### Metal 1

The bar under the picture is 50 um long.
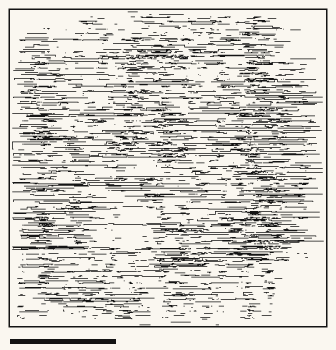
### M2 wires

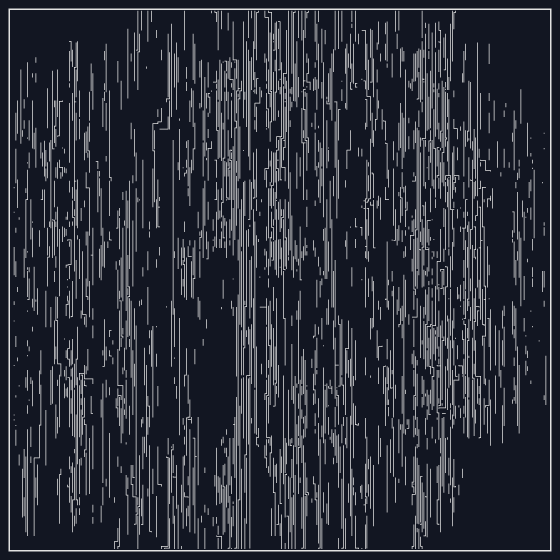
## src/rtl/cdb_arbiter_if.sv

```systemverilog
`default_nettype none
// ============================================================================
//  Module   : cdb_arbiter_if
//  Purpose  : Producer handshakes (ALU, LSB) and the registered CDB broadcast
//             shared between the result producers, the arbiter and snoopers.
//  Revision : 1.0 - initial release
// ============================================================================
interface cdb_arbiter_if #(
  parameter int DATA_WIDTH   = 32,
  parameter int ROB_ID_WIDTH = 4
);

  // ALU result port (source 0)
  logic                    alu_valid;
  logic                    alu_ready;
  logic [ROB_ID_WIDTH-1:0] alu_rob_id;
  logic [DATA_WIDTH-1:0]   alu_value;
  logic                    alu_jump;
  logic [DATA_WIDTH-1:0]   alu_pc_next;

  // Load/store buffer result port (source 1)
  logic                    lsb_valid;
  logic                    lsb_ready;
  logic [ROB_ID_WIDTH-1:0] lsb_rob_id;
  logic [DATA_WIDTH-1:0]   lsb_value;

  // Common data bus broadcast
  logic                    cdb_valid;
  logic                    cdb_src;
  logic [ROB_ID_WIDTH-1:0] cdb_rob_id;
  logic [DATA_WIDTH-1:0]   cdb_value;
  logic                    cdb_jump;
  logic [DATA_WIDTH-1:0]   cdb_pc_next;

  // Producer / snooper side
  modport master (
    output alu_valid, alu_rob_id, alu_value, alu_jump, alu_pc_next,
    input  alu_ready,
    output lsb_valid, lsb_rob_id, lsb_value,
    input  lsb_ready,
    input  cdb_valid, cdb_src, cdb_rob_id, cdb_value, cdb_jump, cdb_pc_next
  );

  // Arbiter side
  modport slave (
    input  alu_valid, alu_rob_id, alu_value, alu_jump, alu_pc_next,
    output alu_ready,
    input  lsb_valid, lsb_rob_id, lsb_value,
    output lsb_ready,
    output cdb_valid, cdb_src, cdb_rob_id, cdb_value, cdb_jump, cdb_pc_next
  );

endinterface
`default_nettype wire

```

## src/rtl/cdb_arbiter.sv

```systemverilog
`default_nettype none
// ============================================================================
//  Module   : cdb_arbiter
//  Purpose  : Two small per-source result FIFOs (ALU, LSB) drained one entry
//             per cycle by a round-robin arbiter onto a registered CDB.
//             A mispredict empties both FIFOs; rdy low freezes everything.
//  Revision : 1.0 - initial release
// ============================================================================
module cdb_arbiter #(
  parameter int DATA_WIDTH   = 32,
  parameter int ROB_ID_WIDTH = 4,
  parameter int FIFO_DEPTH   = 2    // power of two, at least 2
) (
  input  wire logic       clk,
  input  wire logic       rst_n,        // asynchronous, active low
  input  wire logic       rdy_i,        // global enable
  input  wire logic       mispredict_i, // synchronous flush
  cdb_arbiter_if.slave    bus
);

  localparam int PTR_W = $clog2(FIFO_DEPTH);
  localparam int CNT_W = PTR_W + 1;
  localparam logic [CNT_W-1:0] DEPTH_C = CNT_W'(FIFO_DEPTH);

  // Grant encoding for the round-robin pointer
  localparam logic GNT_ALU = 1'b0;
  localparam logic GNT_LSB = 1'b1;

  // --------------------------------------------------------------------------
  // State
  // --------------------------------------------------------------------------
  // ALU FIFO storage and control
  logic [ROB_ID_WIDTH-1:0] alu_rob_mem_q [FIFO_DEPTH];
  logic [DATA_WIDTH-1:0]   alu_val_mem_q [FIFO_DEPTH];
  logic                    alu_jmp_mem_q [FIFO_DEPTH];
  logic [DATA_WIDTH-1:0]   alu_pc_mem_q  [FIFO_DEPTH];
  logic [PTR_W-1:0]        alu_head_q, alu_head_d;
  logic [PTR_W-1:0]        alu_tail_q, alu_tail_d;
  logic [CNT_W-1:0]        alu_cnt_q,  alu_cnt_d;

  // LSB FIFO storage and control (jump/pc_next are always zero for LSB)
  logic [ROB_ID_WIDTH-1:0] lsb_rob_mem_q [FIFO_DEPTH];
  logic [DATA_WIDTH-1:0]   lsb_val_mem_q [FIFO_DEPTH];
  logic [PTR_W-1:0]        lsb_head_q, lsb_head_d;
  logic [PTR_W-1:0]        lsb_tail_q, lsb_tail_d;
  logic [CNT_W-1:0]        lsb_cnt_q,  lsb_cnt_d;

  // Round-robin pointer: source granted at the last contended pop
  logic                    last_grant_q, last_grant_d;

  // Registered broadcast
  logic                    cdb_valid_q,   cdb_valid_d;
  logic                    cdb_src_q,     cdb_src_d;
  logic [ROB_ID_WIDTH-1:0] cdb_rob_id_q,  cdb_rob_id_d;
  logic [DATA_WIDTH-1:0]   cdb_value_q,   cdb_value_d;
  logic                    cdb_jump_q,    cdb_jump_d;
  logic [DATA_WIDTH-1:0]   cdb_pc_next_q, cdb_pc_next_d;

  // --------------------------------------------------------------------------
  // Handshake and arbitration decode
  // --------------------------------------------------------------------------
  logic advance;      // normal operating cycle: enabled and not flushing
  logic flush;        // enabled flush cycle
  logic alu_ready, lsb_ready;
  logic alu_push,  lsb_push;
  logic alu_ne,    lsb_ne;
  logic alu_pop,   lsb_pop;
  logic contended;

  assign advance = rdy_i & ~mispredict_i;
  assign flush   = rdy_i &  mispredict_i;

  // Readiness looks only at the registered count, so a full FIFO refuses a
  // push even in a cycle where it is also being popped. Held low in reset.
  assign alu_ready = rst_n & advance & (alu_cnt_q < DEPTH_C);
  assign lsb_ready = rst_n & advance & (lsb_cnt_q < DEPTH_C);

  assign alu_push  = bus.alu_valid & alu_ready;
  assign lsb_push  = bus.lsb_valid & lsb_ready;

  assign alu_ne    = (alu_cnt_q != '0);
  assign lsb_ne    = (lsb_cnt_q != '0);
  assign contended = alu_ne & lsb_ne;

  // On contention the source that did not win last time is served; a lone
  // non-empty source is always served.
  assign alu_pop = advance & alu_ne & (~lsb_ne | (last_grant_q == GNT_LSB));
  assign lsb_pop = advance & lsb_ne & (~alu_ne | (last_grant_q == GNT_ALU));

  // --------------------------------------------------------------------------
  // Next-state: FIFO pointers/counts and round-robin pointer
  // --------------------------------------------------------------------------
  // Flush clears both queues; otherwise push/pop move tail/head independently.
  always_comb begin
    alu_head_d   = alu_head_q;
    alu_tail_d   = alu_tail_q;
    alu_cnt_d    = alu_cnt_q;
    lsb_head_d   = lsb_head_q;
    lsb_tail_d   = lsb_tail_q;
    lsb_cnt_d    = lsb_cnt_q;
    last_grant_d = last_grant_q;

    if (flush) begin
      alu_head_d = '0;
      alu_tail_d = '0;
      alu_cnt_d  = '0;
      lsb_head_d = '0;
      lsb_tail_d = '0;
      lsb_cnt_d  = '0;
    end else if (advance) begin
      if (alu_push) alu_tail_d = alu_tail_q + PTR_W'(1);
      if (alu_pop)  alu_head_d = alu_head_q + PTR_W'(1);
      alu_cnt_d = alu_cnt_q + CNT_W'(alu_push) - CNT_W'(alu_pop);

      if (lsb_push) lsb_tail_d = lsb_tail_q + PTR_W'(1);
      if (lsb_pop)  lsb_head_d = lsb_head_q + PTR_W'(1);
      lsb_cnt_d = lsb_cnt_q + CNT_W'(lsb_push) - CNT_W'(lsb_pop);

      // The pointer only moves when both sources competed, so an
      // uncontended pop does not change who wins the next tie.
      if (contended) last_grant_d = lsb_pop ? GNT_LSB : GNT_ALU;
    end
  end

  // --------------------------------------------------------------------------
  // Next-state: CDB broadcast register
  // --------------------------------------------------------------------------
  // Popped head goes onto the bus; an idle or flush cycle only drops valid.
  always_comb begin
    cdb_valid_d   = cdb_valid_q;
    cdb_src_d     = cdb_src_q;
    cdb_rob_id_d  = cdb_rob_id_q;
    cdb_value_d   = cdb_value_q;
    cdb_jump_d    = cdb_jump_q;
    cdb_pc_next_d = cdb_pc_next_q;

    if (flush) begin
      cdb_valid_d = 1'b0;
    end else if (advance) begin
      if (alu_pop) begin
        cdb_valid_d   = 1'b1;
        cdb_src_d     = GNT_ALU;
        cdb_rob_id_d  = alu_rob_mem_q[alu_head_q];
        cdb_value_d   = alu_val_mem_q[alu_head_q];
        cdb_jump_d    = alu_jmp_mem_q[alu_head_q];
        cdb_pc_next_d = alu_pc_mem_q[alu_head_q];
      end else if (lsb_pop) begin
        cdb_valid_d   = 1'b1;
        cdb_src_d     = GNT_LSB;
        cdb_rob_id_d  = lsb_rob_mem_q[lsb_head_q];
        cdb_value_d   = lsb_val_mem_q[lsb_head_q];
        cdb_jump_d    = 1'b0;
        cdb_pc_next_d = '0;
      end else begin
        cdb_valid_d = 1'b0;
      end
    end
  end

  // --------------------------------------------------------------------------
  // Sequential state
  // --------------------------------------------------------------------------
  // Control and broadcast registers, cleared asynchronously by reset.
  always_ff @(posedge clk or negedge rst_n) begin
    if (!rst_n) begin
      alu_head_q    <= '0;
      alu_tail_q    <= '0;
      alu_cnt_q     <= '0;
      lsb_head_q    <= '0;
      lsb_tail_q    <= '0;
      lsb_cnt_q     <= '0;
      last_grant_q  <= GNT_LSB;   // ALU wins the first tie
      cdb_valid_q   <= 1'b0;
      cdb_src_q     <= 1'b0;
      cdb_rob_id_q  <= '0;
      cdb_value_q   <= '0;
      cdb_jump_q    <= 1'b0;
      cdb_pc_next_q <= '0;
    end else begin
      alu_head_q    <= alu_head_d;
      alu_tail_q    <= alu_tail_d;
      alu_cnt_q     <= alu_cnt_d;
      lsb_head_q    <= lsb_head_d;
      lsb_tail_q    <= lsb_tail_d;
      lsb_cnt_q     <= lsb_cnt_d;
      last_grant_q  <= last_grant_d;
      cdb_valid_q   <= cdb_valid_d;
      cdb_src_q     <= cdb_src_d;
      cdb_rob_id_q  <= cdb_rob_id_d;
      cdb_value_q   <= cdb_value_d;
      cdb_jump_q    <= cdb_jump_d;
      cdb_pc_next_q <= cdb_pc_next_d;
    end
  end

  // ALU payload storage; contents are only meaningful below the count.
  always_ff @(posedge clk) begin
    if (alu_push) begin
      alu_rob_mem_q[alu_tail_q] <= bus.alu_rob_id;
      alu_val_mem_q[alu_tail_q] <= bus.alu_value;
      alu_jmp_mem_q[alu_tail_q] <= bus.alu_jump;
      alu_pc_mem_q[alu_tail_q]  <= bus.alu_pc_next;
    end
  end

  // LSB payload storage; contents are only meaningful below the count.
  always_ff @(posedge clk) begin
    if (lsb_push) begin
      lsb_rob_mem_q[lsb_tail_q] <= bus.lsb_rob_id;
      lsb_val_mem_q[lsb_tail_q] <= bus.lsb_value;
    end
  end

  // --------------------------------------------------------------------------
  // Outputs
  // --------------------------------------------------------------------------
  assign bus.alu_ready   = alu_ready;
  assign bus.lsb_ready   = lsb_ready;
  assign bus.cdb_valid   = cdb_valid_q;
  assign bus.cdb_src     = cdb_src_q;
  assign bus.cdb_rob_id  = cdb_rob_id_q;
  assign bus.cdb_value   = cdb_value_q;
  assign bus.cdb_jump    = cdb_jump_q;
  assign bus.cdb_pc_next = cdb_pc_next_q;

endmodule
`default_nettype wire

```

## src/flat_wrapper.sv

```systemverilog
// flat-port wrapper written by rule: the top's interface ports become plain ports
module cdb_arbiter_flat 
#(
  parameter int DATA_WIDTH   = 32,
  parameter int ROB_ID_WIDTH = 4,
  parameter int FIFO_DEPTH   = 2                               
)
  (clk, rst_n, rdy_i, mispredict_i, bus_alu_valid, bus_alu_rob_id, bus_alu_value, bus_alu_jump, bus_alu_pc_next, bus_alu_ready, bus_lsb_valid, bus_lsb_rob_id, bus_lsb_value, bus_lsb_ready, bus_cdb_valid, bus_cdb_src, bus_cdb_rob_id, bus_cdb_value, bus_cdb_jump, bus_cdb_pc_next);
  cdb_arbiter_if #(.DATA_WIDTH(DATA_WIDTH), .ROB_ID_WIDTH(ROB_ID_WIDTH)) bus_i ();
  input  wire logic clk;
  input  wire logic rst_n;
  input  wire logic rdy_i;
  input  wire logic mispredict_i;
  input wire logic [$bits(bus_i.alu_valid)-1:0] bus_alu_valid;
  input wire logic [$bits(bus_i.alu_rob_id)-1:0] bus_alu_rob_id;
  input wire logic [$bits(bus_i.alu_value)-1:0] bus_alu_value;
  input wire logic [$bits(bus_i.alu_jump)-1:0] bus_alu_jump;
  input wire logic [$bits(bus_i.alu_pc_next)-1:0] bus_alu_pc_next;
  output wire logic [$bits(bus_i.alu_ready)-1:0] bus_alu_ready;
  input wire logic [$bits(bus_i.lsb_valid)-1:0] bus_lsb_valid;
  input wire logic [$bits(bus_i.lsb_rob_id)-1:0] bus_lsb_rob_id;
  input wire logic [$bits(bus_i.lsb_value)-1:0] bus_lsb_value;
  output wire logic [$bits(bus_i.lsb_ready)-1:0] bus_lsb_ready;
  output wire logic [$bits(bus_i.cdb_valid)-1:0] bus_cdb_valid;
  output wire logic [$bits(bus_i.cdb_src)-1:0] bus_cdb_src;
  output wire logic [$bits(bus_i.cdb_rob_id)-1:0] bus_cdb_rob_id;
  output wire logic [$bits(bus_i.cdb_value)-1:0] bus_cdb_value;
  output wire logic [$bits(bus_i.cdb_jump)-1:0] bus_cdb_jump;
  output wire logic [$bits(bus_i.cdb_pc_next)-1:0] bus_cdb_pc_next;
  assign bus_i.alu_valid = bus_alu_valid;
  assign bus_i.alu_rob_id = bus_alu_rob_id;
  assign bus_i.alu_value = bus_alu_value;
  assign bus_i.alu_jump = bus_alu_jump;
  assign bus_i.alu_pc_next = bus_alu_pc_next;
  assign bus_alu_ready = bus_i.alu_ready;
  assign bus_i.lsb_valid = bus_lsb_valid;
  assign bus_i.lsb_rob_id = bus_lsb_rob_id;
  assign bus_i.lsb_value = bus_lsb_value;
  assign bus_lsb_ready = bus_i.lsb_ready;
  assign bus_cdb_valid = bus_i.cdb_valid;
  assign bus_cdb_src = bus_i.cdb_src;
  assign bus_cdb_rob_id = bus_i.cdb_rob_id;
  assign bus_cdb_value = bus_i.cdb_value;
  assign bus_cdb_jump = bus_i.cdb_jump;
  assign bus_cdb_pc_next = bus_i.cdb_pc_next;
  cdb_arbiter #(.DATA_WIDTH(DATA_WIDTH), .ROB_ID_WIDTH(ROB_ID_WIDTH), .FIFO_DEPTH(FIFO_DEPTH)) u_core (.clk(clk), .rst_n(rst_n), .rdy_i(rdy_i), .mispredict_i(mispredict_i), .bus(bus_i));
endmodule
```

## config.mk

```make
export PLATFORM = sky130hd
export DESIGN_NAME = cdb_arbiter_flat
export DESIGN_NICKNAME = d
export VERILOG_FILES = /design/src/rtl/cdb_arbiter_if.sv /design/src/rtl/cdb_arbiter.sv /design/src/flat_wrapper.sv
export SDC_FILE = /design/constraint.sdc
export NUM_CORES = 1
export LEC_CHECK = 0
export CAP_MARGIN = 20
export CORE_UTILIZATION = 53
export CTS_CLUSTER_DIAMETER = 30
export CTS_CLUSTER_SIZE = 20
export DETAILED_ROUTE_END_ITERATION = 16
export PLACE_DENSITY = 0.76
export SETUP_SLACK_MARGIN = 0.15
export SYNTH_ARGS = -nofsm -noshare
export SYNTH_HDL_FRONTEND = slang
export SYNTH_SLANG_ARGS = --single-unit
```

## constraint.sdc

```tcl
create_clock -name clk -period 3.46 [get_ports clk]
set_input_delay 0.865 -clock clk [delete_from_list [all_inputs] [get_ports clk]]
set_output_delay 0.865 -clock clk [all_outputs]
set_load 0.05 [all_outputs]
```

==> impl_metrics.ini <==
; implementation run metrics
[cts]
h-tree-depth = 2
cts_sinks = 290
postCtsResizedCells = 0
cts_setup_buffers = 0
clkTransAtPathRegs_ns = 0.05
clk_path_buf_depth = 3
hold_buffers = 0
root_buffer = clkbuf_16
tritoncts = built
clock_latency_ns = 0.52
cts_inserted_buffers = 43

[synthesis]
topCombFamilyByArea = multiplexers
numSynthFlops = 290
synth_cells = 690
yosys_warnings = 0
synth-edff-count = 210
adder_share_pct = 0.440
synth_top_cell_by_area = edfxtp_1
top_cell = edfxtp_1
yosysSeqAreaShare_pct = 73.0
avgSynthCellArea_um2 = 16.5
async_flop_share_pct = 27.6
synth_nets = 805
compound_area_share_pct = 9.64
yosysCellCount = 690
synth-xor-area-share_pct = 0.231
syn_area_um2 = 11400
yosys_most_used_dff = edfxtp_1
synth_cell_types = 42
top_area_share_pct = 55.4
common_cells = edfxtp_1 (210), dfrtp_1 (79), mux2_2 (72), o31ai_1 (38), o21ai_0 (37)
simple_gate_area_share_pct = 3.50
ys_chip_area_um2 = 11400
muxShareOfSynthArea_pct = 10.0
top_cells_by_area = edfxtp_1 (55%), dfrtp_1 (17%), mux2_2 (7.1%), mux2i_1 (2.9%), o2bb2ai_1 (2.5%)

[floorplan]
die-area_um2 = 22100
fp_util_pct = 54.2
die_w_um = 149
num_rows = 53
boundaryPins = 184
core_um2 = 21000
die_h_um = 149

[route]
top_layer_used = met5
wl_met2_um = 12200
drtPass1Iterations = 5
via_per_inst = 5.81
wl_met1_um = 10800
initialDrtViolationCount = 433
wl_met3_um = 2280
avgRoutedWirePerCell_um = 21.5
ant_nets = 0
route.detailed.drc = 0

[layout]
final_core_util_pct = 71.7
drive_gt1_share_pct = 20.2
instances_no_fill = 1197
nNetsFinal = 1001
finish.instance_area_um2 = 15100
fillers = 1317
areaGrowthSynthToFinish_pct = 32.4

[critical_path]
path_cells = clkdlybuf4s50_1 > nor2b_4 > nand2_1 > nor2_1 > buf_12
worstPathMaxFanout = 7
critPathTopFamily = buffers and inverters
slowest_delay_ns = 0.56
worst-path-buf-inv = 2
cp_data_arrival_time_ns = 2.21
critical_path.slowest_cell = clkdlybuf4s50_1
end_kind = output port
crit_type = input port to output port
critPathLaunchType = input port
crit_required_ns = 2.59

[place]
placed_area_um2 = 13600
finalWeightedCongestion = 0.844
port_buffers = 183
dp_cells = 1115
hpwl_um = 16200

[final_timing]
fin_worst_skew_ns = 0.0149
setup_viol = 0
rsz0062_at_grt = false
tightest_slew_ns = 1.10
finalCritPeriodShare_pct = 88.8
fmax_ghz = 0.326
tns_ns = 0
maxSlewHeadroom_pct = 26.7
fin_crit_ns = 3.07
slew_violations = 0
hold_violations = 0

[power_and_ir_drop]
finalPower_mw = 12.4
powerDensity_nw_per_um2 = 825
p_leak_nw = 5.27
ir_drop_uv = 655

[global_route]
use_met3_pct = 6.23
grt_max_degree = 72
track_usage_pct = 23.8
grt_first_pass_wirelength_um = 40100
antenna_found_initial = 1
top_usage_layer = met2
grt_pass1_vias = 7206
overflow = 0

[run_status]
status = finished clean

[hold_path]
hold_class = input port to asynchronous set/reset pin

[run]
max-cap-violations = 0
tool_warnings = 26
-- 'Metal 1' (at the start) --
wire length on this layer	10800 um
share of all routed wire	42%
routed wire length: 25800 um
met1 Use GR: 32.3%
total number of vias: 6952

-- 'M2 wires' (at the start) --
nets with wire on the layer	907
wire length on this layer	12200 um
met2 usage: 38.2%

==> layout by cell type, fill, tap and decap left out, types with 2 or more instances in the layout <==
cell type          n
bufinv_16          7
mux2i_1           33
inv_6              6
o31ai_1           38
nor2_1             3
clkinvlp_4         3
o2bb2ai_1         33
clkbuf_1           8
inv_1              7
nand2_1            5
edfxtp_1         210
buf_4             17
o21ai_1            5
nor4_1            36
xor2_1             2
clkinv_1           3
clkdlybuf4s50_1  180
clkinv_4           5
o21ai_0           37
clkinv_2           4
ha_1               4
a31oi_1           36
mux2_2            72
buf_12            10
and2_1             2
a22o_1             2
a21oi_1            5
clkbuf_16         43
dfrtp_1           77
==> sequential cells by signal, summed over array words and instances, names as in the netlist, 2 cells and up <==
signal / cells
u_core.lsb_cnt_q: 2
u_core.alu_pc_mem_q: 64
u_core.alu_val_mem_q: 64
u_core.bus.cdb_rob_id: 4
u_core.bus.cdb_value: 32
u_core.alu_cnt_q: 2
u_core.alu_rob_mem_q: 8
u_core.lsb_rob_mem_q: 8
u_core.alu_jmp_mem_q: 2
u_core.bus.cdb_pc_next: 32
u_core.lsb_val_mem_q: 64
==> cells by family after synthesis <==
logic type / Yosys count
buffers and inverters: 65
xor gates and xnor gates: 3
and+or+nand+nor: 62
DFF: 290
muxes: 105
adders and majority gates: 4
AOI/OAI and AO/OA: 161
==> where the power goes <==
group	total (mW)	internal [mW]	switching, mW	leakage (nW)
Clock	4.41	2.86	1.55	0.720
Sequential	4.60	4.19	0.413	2.91
Combinational	3.43	1.29	2.13	1.64
==> worst paths after layout <==
kind	to	from	slack (ns)	cells after the start
worst max-delay path	bus_lsb_ready	mispredict_i	0.39	5
worst min-delay path	u_core.alu_cnt_q[0]$_DFFE_PN0P_	rst_n	0.21	1
worst max register to register	u_core.alu_cnt_q[1]$_DFFE_PN0P_	u_core.alu_cnt_q[1]$_DFFE_PN0P_	1.14	9
worst min register to register	u_core.bus.cdb_pc_next[6]$_DFFE_PN0P_	u_core.bus.cdb_pc_next[6]$_DFFE_PN0P_	0.49	1
max in group asynchronous	u_core.bus.cdb_value[27]$_DFFE_PN0P_	rst_n	2.27	2
min in group clk	u_core.bus.cdb_pc_next[6]$_DFFE_PN0P_	u_core.bus.cdb_pc_next[6]$_DFFE_PN0P_	0.49	1
==> layout make-up <==
cell class	count	area (um2)	area share [%]
diodes	1	2.50	0.0166
clock buffers	52	1120	7.43
clock inverters	28	364	2.42
inverters	9	37.5	0.249
multi-input cells	335	2760	18.3
flip-flops and latches	290	8310	55.2
well taps	275	344	2.28
repair buffers	207	2130	14.1
==> through the flow <==
step | setup WS (ns) | hold WS [ns]
3_3_place_gp | 0.441 | 0.475
5_1_grt | 0.336 | 0.206
6_report | 0.389 | 0.211
4_1_cts | 0.408 | 0.199
3_5_place_dp | 0.370 | 0.473
2_1_floorplan | 0.516 | 0.477
==> worst reg2reg max path, stage by stage, from the launching register on <==
cell	delay, ns
dfrtp_1	0.53
or2_4	0.51
nand3_2	0.13
inv_1	0.10
ha_1	0.23
inv_1	0.06
ha_1	0.15
xor2_1	0.17
o21ai_0	0.09
a22o_1	0.23
No activity file was given, so power comes from the tool's default toggle rates.
